Design score_accumulator, sky130hd; sources not shown.
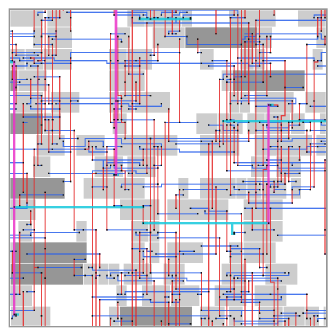
*Zoomed window*
Window x 22 to 62, y 22 to 62 um. Cells in grey, sequential cells in the stronger grey; small squares are vias.
- magenta: metal 4
- red: metal 2
- blue: metal 1
- cyan: metal 3
- cells with their middle in the window: 99
- sequential cells in the window: 6
- most frequent: nand2_1 (8), nor2_1 (7)

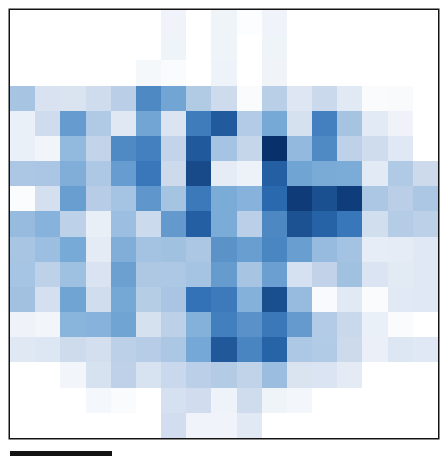
*Wiring heat map*
Bar = 20 um. The die is cut into 17 by 17 equal tiles; white is low, dark blue is high, scaled to the fullest tile. Values are wire area over tile area, all layers added.
- mean over tiles: 0.10
- tiles over half the peak: 18%
- densest ninth of the die: centre
- fullest tile: 0.40
- nearly empty tiles: 25%
global-route usage over all layers: 13.3%
total vias in the final route: 1594
Avg WL per Cell: 14.6 um
total length of routed wires: 4460 um

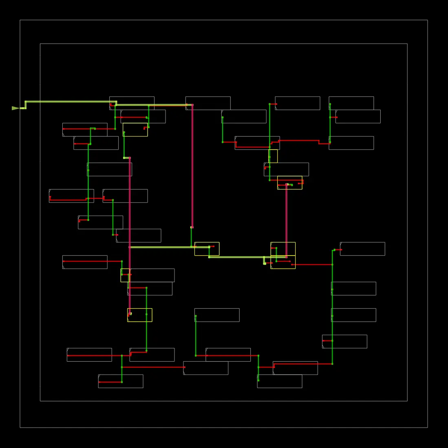
*The clock network*
Insertion Delay late pin: 0.28 ns
number of clock buffer instances in the layout: 6
final sequential cell count: 32
Clk power: 0.303 mW
number of sinks driven by the clock tree: 32

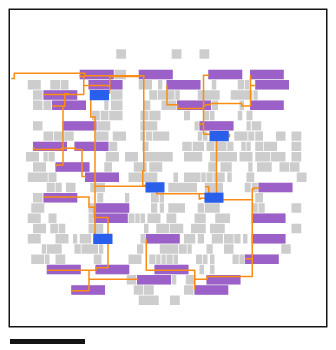
*Clock network drawn from the DEF*
Bar = 20 um.
- blue: clock drivers (count 5)
- purple: flip-flops (count 32)
- orange: clock wires (length 477 um)
- flops lie: spread over the die
maximum clock skew at final layout: 0.00333 ns
Clk pwr share: 27.3%

==> results.cfg <==
; physical design summary
[place]
preCtsSetupSlack_ns = 0.746
final_hpwl_dp_um = 3240
placedInstanceArea_sq_um = 2320
dpl.cell_count = 298
placement.io_buffers = 36
finalWeightedCongestion = 0.827

[grt]
largest_net_degree_at_the_start_of_global_routing = 33
grt.met3_usage_pct = 3.85
grt.met1_usage_pct = 17.4
grt.met2_usage_pct = 20.5
gr-max-usage-layer = met2
antenna_found_initial = 0
grt_pass1_vias = 1572
overflow = 0

[cts]
maximum_clock_insertion_buffer_count = 2
cts_hold_buffers = 0
numCtsBuffers = 5
htreeDepth = 2
postCtsSetupRepairBufs = 0

[die]
num_io_pins = 38
core_region_area_sq_um = 5540
num_rows = 27
chip_area_sq_um = 7010
die_y_size_um = 83.7
num_tap_cells = 72

[setup_path]
timing.setup.critical_path_class = reg2reg
path_depth = 8
timing.critical_path.to_type = flop
critical_path_peak_fanout = 13
slowest_delay_ns = 0.65
wp_data_required_ns = 3.61
arrival_ns = 2.88
crit_path_start_kind = flop
critical_path.n_buffers_inverters = 1
cp_cell_sequence = mux2i_1 -> inv_1 -> ha_1 -> nand4bb_1 -> and2_1 -> o211a_1 -> nand2_2 -> o2bb2ai_1
rrSetupSlack_ns = 0.73

[drt]
dr_wl_met3_um = 252
drt_pre_antenna_iters = 4
routed_via_density = 5.21
dr_wl_met2_um = 2010
drcViolationCount = 0
top_signal_layer_used = met4
wl_met1_um = 2120

[final_layout]
final.fill_count = 568
nNetsFinal = 247
comb_area_share_pct = 43.9
stdcell_area_sq_um = 2410
antennaDiodeCount = 0
layout.non_clock_inverters = 7
comb_cells = 146
layout.cells.most_common = sky130_fd_sc_hd__dfrtp_1
regArea_sq_um = 801
most-common-layout-cells = sky130_fd_sc_hd__dfrtp_1 (32), sky130_fd_sc_hd__buf_4 (30), sky130_fd_sc_hd__nor2_1 (24)
finish.utilization_pct = 43.6
finish.cell_count_without_fillers = 306
logic_area_sq_um = 1060
final-nonclk-buf-share_pct = 14.3
clock_cell_area_share_pct = 3.84
final_layout_size_suffix_gt1_share_pct = 25.2

[synthesis]
async_s_r_ff_share_synth_pct = 100
post_synth_and_or_nand_nor_area_fraction_pct = 20.7
most_common_cell = sky130_fd_sc_hd__dfrtp_1
synth-cells-yosys = 194
yosys_warns = 0
synth.top_cells.by_count = sky130_fd_sc_hd__dfrtp_1 (32), sky130_fd_sc_hd__nor2_1 (24), sky130_fd_sc_hd__nand2_1 (14)
yosys-dominant-comb-family = simple AND/OR/NAND/NOR gates
synth_seq_share_pct = 41.1
post_synthesis_compound_gate_area_fraction_pct = 16.7
synth.ff_latch_count = 32
dominantRegCellSynth = sky130_fd_sc_hd__dfrtp_1
yosysUniqueCellTypes = 49
synthDominantAreaCellType = sky130_fd_sc_hd__dfrtp_1
number_of_flops_mapped_to_enable_cells_by_yosys = 0
synth_area_per_cell_sq_um = 10.1
area_leaders = sky130_fd_sc_hd__dfrtp_1 (41%), sky130_fd_sc_hd__mux2i_1 (4.6%), sky130_fd_sc_hd__nor2_1 (4.6%)
yosys_area_sq_um = 1950
synth.top_cell.area_share_pct = 41.1
netlist_area_sq_um = 1950

[sta]
timing.final.crit_period_ns = 2.67
grt_setup_unrepaired = false
final_critical_path_setup_slack_ns = 0.728
remaining_max_slew_budget_at_the_tightest_pin_pct = 65.4
min_period_over_period_pct = 78.6
totalNegativeSetupSlack_ns = 0
hold_viol = 0
fin_hold_ws_ns = 0.501
timing.fmax_ghz = 0.374
max_slew.worst_pin.slew_ns = 0.519

[power_and_ir_drop]
p_leak_nw = 1.11
power.combinational.fraction_pct = 32.7
post-layout-total-power_mw = 1.11
power_top_consumer = registers
netSwitchingFraction_pct = 38.7
pwr.group.sequential_mw = 0.444
power_density_nw_per_um2 = 460
combinational_power_mw = 0.363
sequentialPowerShare_pct = 40.0
power.ir.vdd_worst_mv = 0.210
netSwitchingPower_mw = 0.429
p_int_mw = 0.681

[min_path]
worst_hold_path.num_cells = 2
min_path_type = reg2reg

[flow_run]
stage_log_warnings = 28
drv_cap = 0

[status]
outcome = finished clean
Power is estimated from default activity; no workload was simulated.
